Run 1, placement by cell class:
Drawn at 1.5 px/µm.
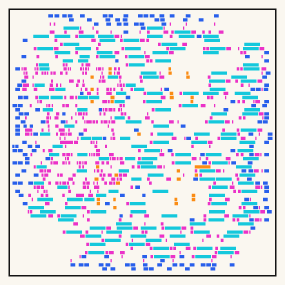
Run 1, routed metal, one colour a layer:
Drawn at 1.5 px/µm.
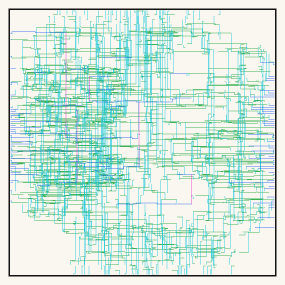
Run 1, clock nets:
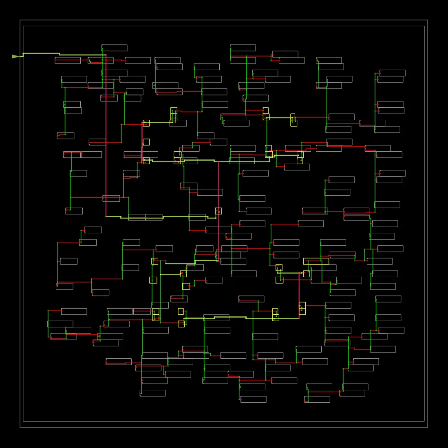
==> config.mk <==
export PLATFORM = sky130hd
export DESIGN_NAME = if_fetch_unit
export DESIGN_NICKNAME = d
export VERILOG_FILES = /design/src/rtl/riscv_pkg.sv /design/src/rtl/if_fetch_queue.sv /design/src/rtl/if_fetch_unit.sv
export SDC_FILE = /design/constraint.sdc
export NUM_CORES = 1
export LEC_CHECK = 0
export CAP_MARGIN = 20
export CORE_UTILIZATION = 26
export CTS_BUF_LIST = sky130_fd_sc_hd__clkbuf_4
export CTS_CLUSTER_DIAMETER = 120
export CTS_CLUSTER_SIZE = 40
export DETAILED_ROUTE_END_ITERATION = 10
export GPL_ROUTABILITY_DRIVEN = 0
export PLACE_DENSITY = 0.43
export SLEW_MARGIN = 20
export SYNTH_ARGS = -nofsm -noshare
export SYNTH_HDL_FRONTEND = slang
export SYNTH_SLANG_ARGS = --single-unit
==> constraint.sdc <==
create_clock -name clk -period 10.6 [get_ports clk]
set_clock_uncertainty 0.2 [all_clocks]
set_input_delay 2.12 -clock clk [delete_from_list [all_inputs] [get_ports clk]]
set_output_delay 2.12 -clock clk [all_outputs]
set_load 0.1 [all_outputs]
==> src/rtl/riscv_pkg.sv <==
// Shared RISC-V front-end constants and the fetch FSM state encoding.
package riscv_pkg;

    localparam int unsigned PC_STEP  = 4;
    localparam logic [31:0] INST_NOP = 32'h0000_0013;

    typedef enum logic [0:0] {
        RUN  = 1'b0,
        HALT = 1'b1
    } fetch_state_e;

endpackage

==> src/rtl/if_fetch_queue.sv <==
// Synchronous FIFO of {pc, inst} pairs between fetch and decode, with flush.
module if_fetch_queue
    import riscv_pkg::*;
#(
    parameter int unsigned PC_WIDTH   = 32,
    parameter int unsigned INST_WIDTH = 32,
    parameter int unsigned DEPTH      = 2
) (
    input  logic                         clk,
    input  logic                         rst_n,
    input  logic                         flush,
    input  logic                         push,
    input  logic                         pop,
    input  logic [PC_WIDTH-1:0]          push_pc,
    input  logic [INST_WIDTH-1:0]        push_inst,
    output logic [PC_WIDTH-1:0]          head_pc,
    output logic [INST_WIDTH-1:0]        head_inst,
    output logic                         full,
    output logic                         empty,
    output logic [$clog2(DEPTH+1)-1:0]   count
);

    localparam int unsigned PTR_W = (DEPTH > 1) ? $clog2(DEPTH) : 1;
    localparam int unsigned CNT_W = $clog2(DEPTH + 1);

    logic [PC_WIDTH-1:0]   pc_mem   [DEPTH];
    logic [INST_WIDTH-1:0] inst_mem [DEPTH];
    logic [PTR_W-1:0]      wr_q;
    logic [PTR_W-1:0]      rd_q;
    logic [CNT_W-1:0]      cnt_q;
    logic                  do_push;
    logic                  do_pop;

    assign full    = (cnt_q == CNT_W'(DEPTH));
    assign empty   = (cnt_q == '0);
    assign count   = cnt_q;
    // A push into a full queue is only accepted when the head leaves in the same cycle.
    assign do_push = push && (!full || pop);
    assign do_pop  = pop && !empty;

    assign head_pc   = pc_mem[rd_q];
    assign head_inst = inst_mem[rd_q];

    always_ff @(posedge clk) begin
        if (!rst_n) begin
            wr_q  <= '0;
            rd_q  <= '0;
            cnt_q <= '0;
            for (int i = 0; i < int'(DEPTH); i++) begin
                pc_mem[i]   <= '0;
                inst_mem[i] <= INST_WIDTH'(INST_NOP);
            end
        end else if (flush) begin
            wr_q  <= '0;
            rd_q  <= '0;
            cnt_q <= '0;
        end else begin
            if (do_push) begin
                pc_mem[wr_q]   <= push_pc;
                inst_mem[wr_q] <= push_inst;
                wr_q           <= wr_q + PTR_W'(1);
            end
            if (do_pop) begin
                rd_q <= rd_q + PTR_W'(1);
            end
            case ({do_push, do_pop})
                2'b10:   cnt_q <= cnt_q + CNT_W'(1);
                2'b01:   cnt_q <= cnt_q - CNT_W'(1);
                default: cnt_q <= cnt_q;
            endcase
        end
    end

endmodule

==> src/rtl/if_fetch_unit.sv <==
// Instruction-fetch requester: owns the fetch PC, queues {pc, inst} for decode, handles EX redirects.
module if_fetch_unit
    import riscv_pkg::*;
#(
    parameter int unsigned          PC_WIDTH   = 32,
    parameter int unsigned          INST_WIDTH = 32,
    parameter logic [PC_WIDTH-1:0]  RESET_PC   = '0,
    parameter int unsigned          FQ_DEPTH   = 2
) (
    input  logic                  clk,
    input  logic                  rst_n,
    output logic [PC_WIDTH-1:0]   imem_pc,
    input  logic [INST_WIDTH-1:0] imem_inst,
    input  logic                  redirect_valid,
    input  logic [PC_WIDTH-1:0]   redirect_pc,
    output logic                  id_valid,
    input  logic                  id_ready,
    output logic [INST_WIDTH-1:0] id_inst,
    output logic [PC_WIDTH-1:0]   id_pc,
    output logic                  fetch_misalign
);

    localparam int unsigned CNT_W = $clog2(FQ_DEPTH + 1);

    fetch_state_e          state_q;
    fetch_state_e          state_d;
    logic [PC_WIDTH-1:0]   pc_q;
    logic [PC_WIDTH-1:0]   pc_d;
    logic                  flush_c;
    logic                  push_c;
    logic                  pop_c;
    logic [PC_WIDTH-1:0]   head_pc;
    logic [INST_WIDTH-1:0] head_inst;
    logic                  fq_full;
    logic                  fq_empty;
    logic [CNT_W-1:0]      fq_count;

    always_ff @(posedge clk) begin
        if (!rst_n) begin
            state_q <= RUN;
            pc_q    <= RESET_PC;
        end else begin
            state_q <= state_d;
            pc_q    <= pc_d;
        end
    end

    // Redirect cycle masks id_valid so decode never takes a wrong-path word.
    always_comb begin
        state_d  = state_q;
        pc_d     = pc_q;
        flush_c  = 1'b0;
        push_c   = 1'b0;
        pop_c    = 1'b0;
        id_valid = 1'b0;
        case (state_q)
            RUN: begin
                if (redirect_valid) begin
                    flush_c = 1'b1;
                    if (redirect_pc[1:0] != 2'b00) begin
                        state_d = HALT;
                    end else begin
                        pc_d = redirect_pc;
                    end
                end else begin
                    id_valid = (fq_count != '0);
                    pop_c    = id_valid && id_ready;
                    push_c   = !fq_full || pop_c;
                    if (push_c) begin
                        pc_d = pc_q + PC_WIDTH'(PC_STEP);
                    end
                end
            end
            HALT: begin
                state_d = HALT;
            end
            default: begin
                state_d = RUN;
            end
        endcase
    end

    if_fetch_queue #(
        .PC_WIDTH   (PC_WIDTH),
        .INST_WIDTH (INST_WIDTH),
        .DEPTH      (FQ_DEPTH)
    ) u_fq (
        .clk       (clk),
        .rst_n     (rst_n),
        .flush     (flush_c),
        .push      (push_c),
        .pop       (pop_c),
        .push_pc   (pc_q),
        .push_inst (imem_inst),
        .head_pc   (head_pc),
        .head_inst (head_inst),
        .full      (fq_full),
        .empty     (fq_empty),
        .count     (fq_count)
    );

    assign imem_pc        = pc_q;
    assign id_pc          = fq_empty ? '0 : head_pc;
    assign id_inst        = fq_empty ? '0 : head_inst;
    assign fetch_misalign = (state_q == HALT);

endmodule
==> results.py, run 1 <==
# Metrics from the implementation run
metrics = {
    "layout": {
        "area_growth_pct": 28.8,
        "nets": 928,
        "drive_above_1_share_pct": 6.55,
        "instances_no_fill": 1261,
    },
    "setup_path": {
        "path_cells": "buf_2 -> buf_4 -> nor3_1 -> clkdlybuf4s50_1",
        "endpoint_kind": "primary output",
        "cp.required_ns": 8.28,
        "cp_top_family": "buffers and inverters",
        "crit_type": "in -> out",
        "slowest_delay_ns": 1.16,
        "timing.rr.start": "u_fq.count[0]",
        "startpoint": "redirect_valid",
        "arrival_ns": 3.92,
        "cp_max_fo": 55,
    },
    "power": {
        "power_density_mw_per_mm2": 141,
        "max-vdd-ir-drop_mv": 0.0499,
        "combPwrFrac_pct": 21.1,
    },
    "timing": {
        "fmax_mhz": 160,
        "tns_ns": 0,
        "maxSlewViolCount": 0,
        "finalHoldViolations": 0,
        "setup_viol": 0,
    },
    "synth": {
        "netlist.area_leader.share_pct": 48.5,
        "ys_warn_count": 0,
        "synth_cell_types": 55,
        "syn_inst": 719,
        "syn_nets": 790,
        "seq_area_frac_synth_pct": 58.1,
    },
    "routing": {
        "first_pass_iters": 5,
        "wirelength_met1_um": 11000,
        "dr.first_iter.drc_count": 341,
        "topRoutingLayerUsed": "met4",
    },
    "outcome": {
        "status": "finished clean",
    },
    "clock_tree": {
        "root_buffer": "clkbuf_4",
        "cts_resized": 0,
    },
    "floorplanning": {
        "core_area_mm2": 0.0298,
        "pin_count": 166,
    },
    "placed_design": {
        "hpwl_um": 14300,
        "portBuffers": 165,
    },
    "grt": {
        "grt_max_degree": 68,
    },
    "flow_run": {
        "warning_count": 27,
        "drv_cap": 0,
    },
}
-- 'placement by cell class' (at the start) --
[remaining logic cells] magenta | cells: 497 | share of their area: 32%
[registers] cyan | cells: 166 | share of their area: 47%
[clock drivers and dummy loads] orange | cells: 32 | share of their area: 2.7%
[remaining buffers and delay cells] blue | cells: 175 | share of their area: 18%
Rows: 63
flop share of the area: 45.1%
post-layout util: 34.3%

-- 'routed metal, one colour a layer' (at the start) --
[M3] blue | wire length: 1160 µm
[M2] cyan | wire length: 10600 µm
[M1] green | wire length: 11000 µm
[M4] magenta | wire length: 197 µm
DR vias: 5862
wire per inst: 18.2 µm
GRT Total Usage: 15.1%
total routed wirelength: 23000 µm

-- 'clock nets' (at the start) --
number of CTS-inserted buffers: 17
Seq Cell Count: 166
Clk. pwr: 368 µW
Worst-Skew Late Latency: 0.56 ns
clock sinks: 166

==> run 1: flip-flops by register name, indices dropped and copies added, names as in the netlist, named ones only <==
name,count
fetch_misalign,1
imem_pc,32
u_fq.count,2
u_fq.inst_mem,64
u_fq.pc_mem,64
u_fq.rd_q,1
u_fq.wr_q,1
==> run 1: final cells by class <==
class	instances	area [µm²]
Clock inverter	13	119
Clock buffer	19	143
Timing Repair Buffer	175	1720
Sequential cell	166	4610
Multi-Input combinational cell	487	3100
Antenna cell	1	2.50
Fill cell	3036	19600
Inverter	10	37.5
Tap cell	390	488
==> run 1: power by group through the flow <==
| stage | clock (µW) | combinational (µW) | sequential, µW |
|---|---|---|---|
| after floorplan | 0 | 165 | 822 |
| after global placement | 0 | 308 | 782 |
| after detailed placement | 0 | 307 | 782 |
| after CTS | 387 | 308 | 768 |
| after global routing | 409 | 321 | 772 |
| final | 368 | 303 | 767 |
==> run 1: metrics by stage <==
stage | utilization (%) | total power (µW) | setup WS [ns] | cell area, µm²
global placement | 33.4 | 1090 | 4.37 | 9950
CTS | 34.3 | 1460 | 4.35 | 10200
global route | 34.3 | 1500 | 4.30 | 10200
floorplan | - | 987 | 2.54 | 7930
detailed placement | 33.4 | 1090 | 4.37 | 9950
finish | 34.3 | 1440 | 4.36 | 10200
==> run 1: synthesized netlist by cell type (all sizes together) (3+ instances only) <==
cell	number
o31ai	4
clkbuf	40
o21ai	21
a211o	3
ha	3
nor2	85
a311oi	6
or4	3
edfxtp	128
nor4	14
nor3	17
nand2	31
inv	8
nand4	6
o22ai	6
nand2b	7
and4	3
mux2i	67
a31oi	5
a211oi	6
and2	118
and3	9
buf	16
nand3	22
a21oi	20
nor4b	3
dfxtp	38
==> run 1: kinds of logic (layout without fill, tap and decap cells) <==
kind of cell,after synthesis,count (layout),synth area share (%)
mux,68,68,8.60
compound gates,90,90,7.49
buf+inv,66,217,3.34
flops,166,166,58.1
other cells,0,1,0
xor+xnor,2,2,0.221
fa+ha+maj,3,3,0.473
simple gates,324,324,21.8
==> run 1: routing by layer <==
metal	vias to the layer above	GRT usage, %
met3	12	3.48
met2	158	24.1
met5	-	0
met1	2828	20.7
met4	0	3.45
li1	2864	-
==> run 1: worst paths after layout <==
| kind | to | slack, ns | depth (start not counted) |
|---|---|---|---|
| setup / recovery | id_valid | 4.36 | 4 |
| hold / removal | imem_pc[0] | 0.32 | 1 |
| setup reg to reg | imem_pc[16] | 6.79 | 7 |
| hold reg to reg | imem_pc[0] | 0.32 | 1 |
Run 1, pin placement:
Drawn at 2 px/µm. Pins as bars across the die edge, other pins in grey.
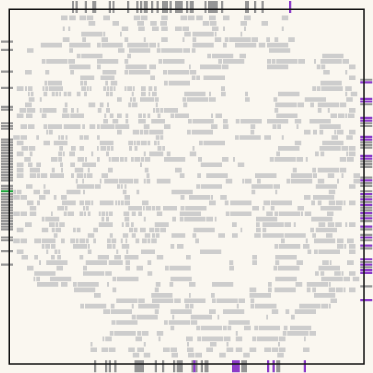

--- run 2 (diff from run 1) ---
clock period = 5.8 ns   (was 10.6 ns; I/O delays follow)
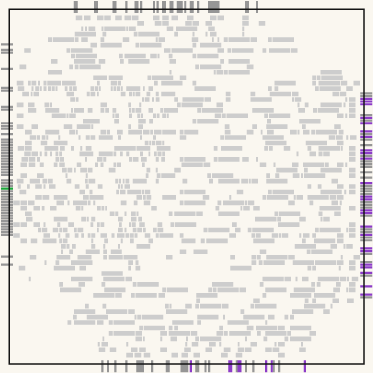
Run 2: pin placement
Drawn at 2 px/µm. Pins as bars across the die edge, other pins in grey.
[id_inst] purple | pins: 32 | direction: output | edge: 24 right, 8 bottom
[redirect_valid] green | pins: 1 | direction: input | edge: left
all pins by edge: 53 right, 49 left, 32 bottom, 32 top

==> run 2 against run 1 <==
Die size unchanged. Largest power group unchanged. Sequential power increased by 83%. Area after synthesis unchanged. Clock power increased by 130%. Global-route usage about the same. Final cell count increased by 0.32%. Largest cell class unchanged. Critical endpoint is now id_inst[13]. Critical path type is now reg -> out. Highest routed layer unchanged.
==> results.py, run 2 <==
# Metrics from the implementation run
metrics = {
    "synth": {
        "most_common_cell": "edfxtp_1",
        "syn_area_per_cell_um2": 11.0,
        "synth_top_cell_by_area": "edfxtp_1",
        "synth.area.top_cells": "edfxtp_1 (48%), dfxtp_1 (9.6%), and2_1 (9.3%)",
        "yosys_cells": 719,
        "seq_area_frac_synth_pct": 58.1,
        "ys_warn_count": 0,
        "syn_area_mm2": 0.00793,
        "synth_flops": 166,
        "netlist.area_leader.share_pct": 48.5,
        "edf_count": 128,
        "async_flop_share_pct": 0,
        "syn_inst": 719,
        "flop_cell": "edfxtp_1",
        "yosys_area_mm2": 0.00793,
        "synth_cell_types": 55,
        "yosys-top-cells-count": "edfxtp_1 (128), and2_1 (118), nor2_1 (85)",
        "syn_nets": 790,
    },
    "clock_tree": {
        "cts_tree": "built",
        "cts_resized": 0,
        "clk_pin_slew_ns": 0.15,
        "htree_num_levels": 4,
        "cts-buffers-inserted": 17,
        "clk_latency_ns": 0.55,
        "postCtsHoldBufs": 0,
        "cts_sinks": 166,
        "cts_setup_buffers": 0,
        "root_buffer": "clkbuf_4",
        "cts_buffer_depth": 2,
    },
    "setup_path": {
        "arrival_ns": 3.31,
        "startpoint_type": "flip-flop",
        "cp_max_fo": 53,
        "endpoint_kind": "primary output",
        "crit_type": "reg -> out",
        "cp.required_ns": 4.44,
    },
    "routing": {
        "drc": 0,
        "antenna_left": 0,
        "wl_met3_um": 1200,
        "viasPerCell": 4.60,
        "first_pass_iters": 5,
        "wl_um": 23000,
        "wl_per_cell_um": 18.2,
        "wirelength_met1_um": 11200,
        "wl_met2_um": 10400,
        "dr.first_iter.drc_count": 387,
        "num_vias": 5824,
        "topRoutingLayerUsed": "met4",
    },
    "floorplanning": {
        "die-area_mm2": 0.0312,
        "core_area_mm2": 0.0298,
        "pin_count": 166,
        "rows": 63,
        "fp_util_pct": 26.6,
        "die_w_um": 177,
        "die_h_um": 177,
    },
    "timing": {
        "fin_crit_ns": 4.67,
        "finalCritPeriodShare_pct": 80.5,
        "rsz0062_at_grt": "no",
        "setup_viol": 0,
        "finalHoldViolations": 0,
        "maxSlewViolCount": 0,
        "slew-limit-headroom_pct": 28.9,
        "tns_ns": 0,
        "fmax_mhz": 214,
        "tightest_slew_ns": 1.06,
    },
    "placed_design": {
        "portBuffers": 165,
        "hpwl_um": 14600,
        "dp_cells": 1232,
        "place_area_mm2": 0.0100,
    },
    "layout": {
        "stdcell_area_mm2": 0.0104,
        "final_cell_mix": "clkdlybuf4s50_1 (164), edfxtp_1 (128), and2_1 (118)",
        "final_common_cell": "clkdlybuf4s50_1",
        "area_growth_pct": 30.8,
        "drive_above_1_share_pct": 6.98,
        "nets": 932,
        "instances_no_fill": 1265,
    },
    "worst_hold_path": {
        "hold_class": "reg -> reg",
    },
    "grt": {
        "grt_pass1_vias": 5957,
        "grt_overflow_total": 0,
        "grt_pass1_wl_um": 35500,
        "grt_max_degree": 60,
        "antenna_found_initial": 1,
        "grt.total_usage_pct": 15.2,
    },
    "power": {
        "max-vdd-ir-drop_mv": 0.0962,
        "p_leak_uw": 0.00341,
        "power_density_mw_per_mm2": 270,
    },
    "outcome": {
        "status": "finished clean",
    },
    "flow_run": {
        "drv_cap": 0,
        "warning_count": 27,
    },
}
## run 2: worst max-delay path, stage by stage, from the launching register on
cell             delay [ns]
dfxtp_4                1.00
buf_4                  0.34
mux2i_1                0.09
nor2_1                 0.09
clkdlybuf4s50_1        1.14
## run 2: final timing paths
| path | startpoint | to | slack (ns) | cells after the start |
|---|---|---|---|---|
| max | flip-flop | id_inst[13] | 1.13 | 4 |
| min | imem_pc[0] | imem_pc[0] | 0.32 | 1 |
| max reg2reg | u_fq.count[0] | imem_pc[16] | 2.01 | 8 |
| min reg2reg | imem_pc[0] | imem_pc[0] | 0.32 | 1 |
## run 2: per-layer routing
layer | global-route usage, % | vias to the layer above
met5 | 0 | -
met4 | 3.95 | 0
met3 | 3.39 | 14
met2 | 23.9 | 171
met1 | 20.9 | 2763
li1 | - | 2876
## run 2: final cells by class
type                            instances  area (µm²)
Multi-Input combinational cell        487        3090
Sequential cell                       166        4610
Inverter                               10        37.5
Clock inverter                         14         221
Antenna cell                            1        2.50
Tap cell                              390         488
Clock buffer                           18         135
Timing Repair Buffer                  179        1790
Fill cell                            3029       19400
## run 2: stage by stage
step / utilization (%) / power [µW] / hold slack (ns) / worst slack (ns)
6_report: 34.8 / 2800 / 0.317 / 1.13
5_1_grt: 34.8 / 2910 / 0.353 / 0.880
4_1_cts: 34.8 / 2840 / 0.322 / 1.03
3_5_place_dp: 33.6 / 2000 / 0.304 / 1.64
3_3_place_gp: 33.6 / 2000 / 0.294 / 1.66
2_1_floorplan: - / 1800 / 0.275 / 0.429
## run 2: cells by family after synthesis
family                   share of synthesized area [%]
AND-OR/OR-AND                                     7.49
XOR/XNOR                                         0.221
adder cells (fa/ha/maj)                          0.473
buffers and inverters                             3.34
flip-flops                                        58.1
multiplexers                                      8.60
AND/OR/NAND/NOR                                   21.8
## run 2: report_power, final
part	switching, µW	leakage [µW]	internal [µW]
clock	439	0.000186	397
sequential	48.9	0.00165	1350
combinational	399	0.00158	157
Run 2, placement by cell class:
Drawn at 1.5 px/µm.
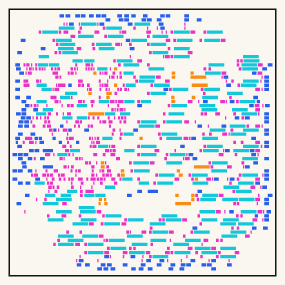

--- run 3 (diff from run 2) ---
clock period = 4.8 ns   (was 5.8 ns; I/O delays follow)
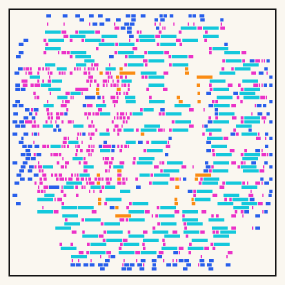
Run 3: placement by cell class
Drawn at 1.5 px/µm.
[clock drivers and dummy loads] orange | cells: 32 | share of their area: 3.4%
[remaining buffers and delay cells] blue | cells: 182 | share of their area: 17%
[registers] cyan | cells: 166 | share of their area: 47%
[remaining logic cells] magenta | cells: 497 | share of their area: 32%

==> run 3 against run 2 <==
Critical path depth fell by 1. Utilization fell by 0.33 points. Via count rose by 1.6%. Non-clock buffer count rose by 3. First-iteration DRC count rose by 18%. Wire length rose by 2.1%. Combinational power rose by 21%. Global-route usage rose by 0.15 points. Largest power group unchanged. Sequential share of layout area rose by 0.43 points. Count of clock-buffer cells in the layout did not move.
==> results.py, run 3 <==
# Metrics from the implementation run
metrics = {
    "outcome": {
        "status": "finished clean",
    },
    "timing": {
        "maxSlewViolCount": 0,
        "setup_viol": 0,
        "fmax_mhz": 244,
        "tightest_slew_ns": 1.06,
        "slew-limit-headroom_pct": 28.8,
        "rsz0062_at_grt": "no",
        "finalHoldViolations": 0,
        "tns_ns": 0,
    },
    "routing": {
        "num_vias": 5920,
        "viasPerCell": 4.67,
        "wl_um": 23500,
        "wl_per_cell_um": 18.5,
        "first_pass_iters": 4,
        "dr.first_iter.drc_count": 458,
    },
    "synth": {
        "async_flop_share_pct": 0,
        "flop_cell": "edfxtp_1",
        "netlist.area_leader.share_pct": 48.5,
        "synth.area.top_cells": "edfxtp_1 (48%), dfxtp_1 (9.6%), and2_1 (9.3%)",
        "edf_count": 128,
        "synth_cell_types": 55,
        "yosys_area_mm2": 0.00793,
        "syn_inst": 719,
        "syn_nets": 790,
        "most_common_cell": "edfxtp_1",
        "syn_area_mm2": 0.00793,
    },
    "layout": {
        "final_common_cell": "edfxtp_1",
        "final_cell_mix": "edfxtp_1 (128), clkdlybuf4s50_1 (127), and2_1 (118)",
        "instances_no_fill": 1268,
        "stdcell_area_mm2": 0.0103,
        "nets": 935,
    },
    "floorplanning": {
        "core_area_mm2": 0.0298,
        "die_h_um": 177,
        "rows": 63,
        "pin_count": 166,
    },
    "placed_design": {
        "portBuffers": 165,
        "dp_cells": 1235,
        "place_area_mm2": 0.00994,
    },
    "worst_hold_path": {
        "holdPathEnd": "imem_pc[0]",
        "hp-start": "imem_pc[0]",
        "hold_class": "reg -> reg",
    },
    "setup_path": {
        "cp_max_fo": 34,
        "cp_top_family": "buffers and inverters",
        "r2r-end": "u_fq.inst_mem[1][4]",
        "ff2ff_setup_slack_ns": 1.59,
        "timing.rr.start": "u_fq.count[1]",
        "path_cells": "mux2i_1 -> nor2_1 -> clkdlybuf4s50_1",
        "endpoint_kind": "primary output",
        "arrival_ns": 2.94,
        "crit_type": "reg -> out",
        "slowest_delay_ns": 1.15,
        "r2r_cells": 8,
        "startpoint_type": "flip-flop",
    },
    "power": {
        "fin_total_pwr_uw": 3340,
        "power_density_mw_per_mm2": 325,
        "p_leak_uw": 0.00348,
    },
    "grt": {
        "grt_pass1_vias": 5776,
        "gr-usage-met1_pct": 21.8,
        "top_usage_layer": "met2",
        "grt.total_usage_pct": 15.3,
        "grt_overflow_total": 0,
        "met3_usage_pct": 3.07,
        "antenna_found_initial": 1,
        "grt_max_degree": 68,
        "grt_use_met2_pct": 23.5,
    },
    "clock_tree": {
        "root_buffer": "clkbuf_4",
        "htree_num_levels": 4,
        "cts_buffer_depth": 2,
        "cts-buffers-inserted": 17,
        "clk_latency_ns": 0.56,
        "cts_tree": "built",
    },
    "flow_run": {
        "drv_cap": 0,
    },
}
-- run 3: worst max-delay path by stage --
stage	startpoint	end	slack (ns)	cells after the start
global placement	id_ready	u_fq.inst_mem[1][4]	1.17	7
floorplan	redirect_valid	id_valid	0.01	4
CTS	u_fq.count[0]	id_pc[31]	0.57	4
finish	flip-flop	id_inst[27]	0.70	3
detailed placement	id_ready	u_fq.inst_mem[1][1]	1.14	7
global route	u_fq.count[0]	id_pc[24]	0.49	4
-- run 3: area by class of cell --
class	instances	area, µm²	area share, %
Timing Repair Buffer	182	1710	16.6
Antenna cell	1	2.50	0.0244
Clock buffer	18	135	1.32
Sequential cell	166	4610	44.9
Inverter	10	37.5	0.365
Tap cell	390	488	4.75
Clock inverter	14	195	1.90
Multi-Input combinational cell	487	3100	30.2
-- run 3: worst reg2reg max path, cell delays in order, from the launching register on --
cell      delay [ns]
dfxtp_1         0.38
inv_1           0.08
ha_4            0.40
nand2b_1        0.32
a211oi_1        0.24
buf_4           0.22
and3_2          0.68
buf_4           0.37
nand2b_1        0.09
-- run 3: per-stage QoR --
stage | setup WS (ns) | utilization (%) | hold slack, ns
after detailed placement | 1.14 | 33.4 | 0.304
after CTS | 0.572 | 34.5 | 0.322
after global placement | 1.17 | 33.4 | 0.299
after global routing | 0.490 | 34.5 | 0.334
after floorplan | 0.0123 | - | 0.275
final | 0.702 | 34.5 | 0.314
-- run 3: logic make-up (layout without fill, tap and decap cells) --
logic type	after synthesis	after routing	synth area share, %
xor gates and xnor gates	2	2	0.221
and+or+nand+nor	324	324	21.8
other	0	1	0
buffers and inverters	66	224	3.34
DFF	166	166	58.1
muxes	68	68	8.60
AOI/OAI and AO/OA	90	90	7.49
adders and majority gates	3	3	0.473
-- run 3: routing by layer --
layer	up-vias	wire, µm	part of all wire, %
met5	-	0	0
met1	2823	11400	49
met3	17	1170	5.0
met2	202	10600	45
met4	0	299	1.3
li1	2878	-	-
-- run 3: where the power goes --
group	switching [µW]	internal [µW]
Combinational	486	187
Clock	541	427
Sequential	58.1	1640
Power is estimated from default activity; no workload was simulated.
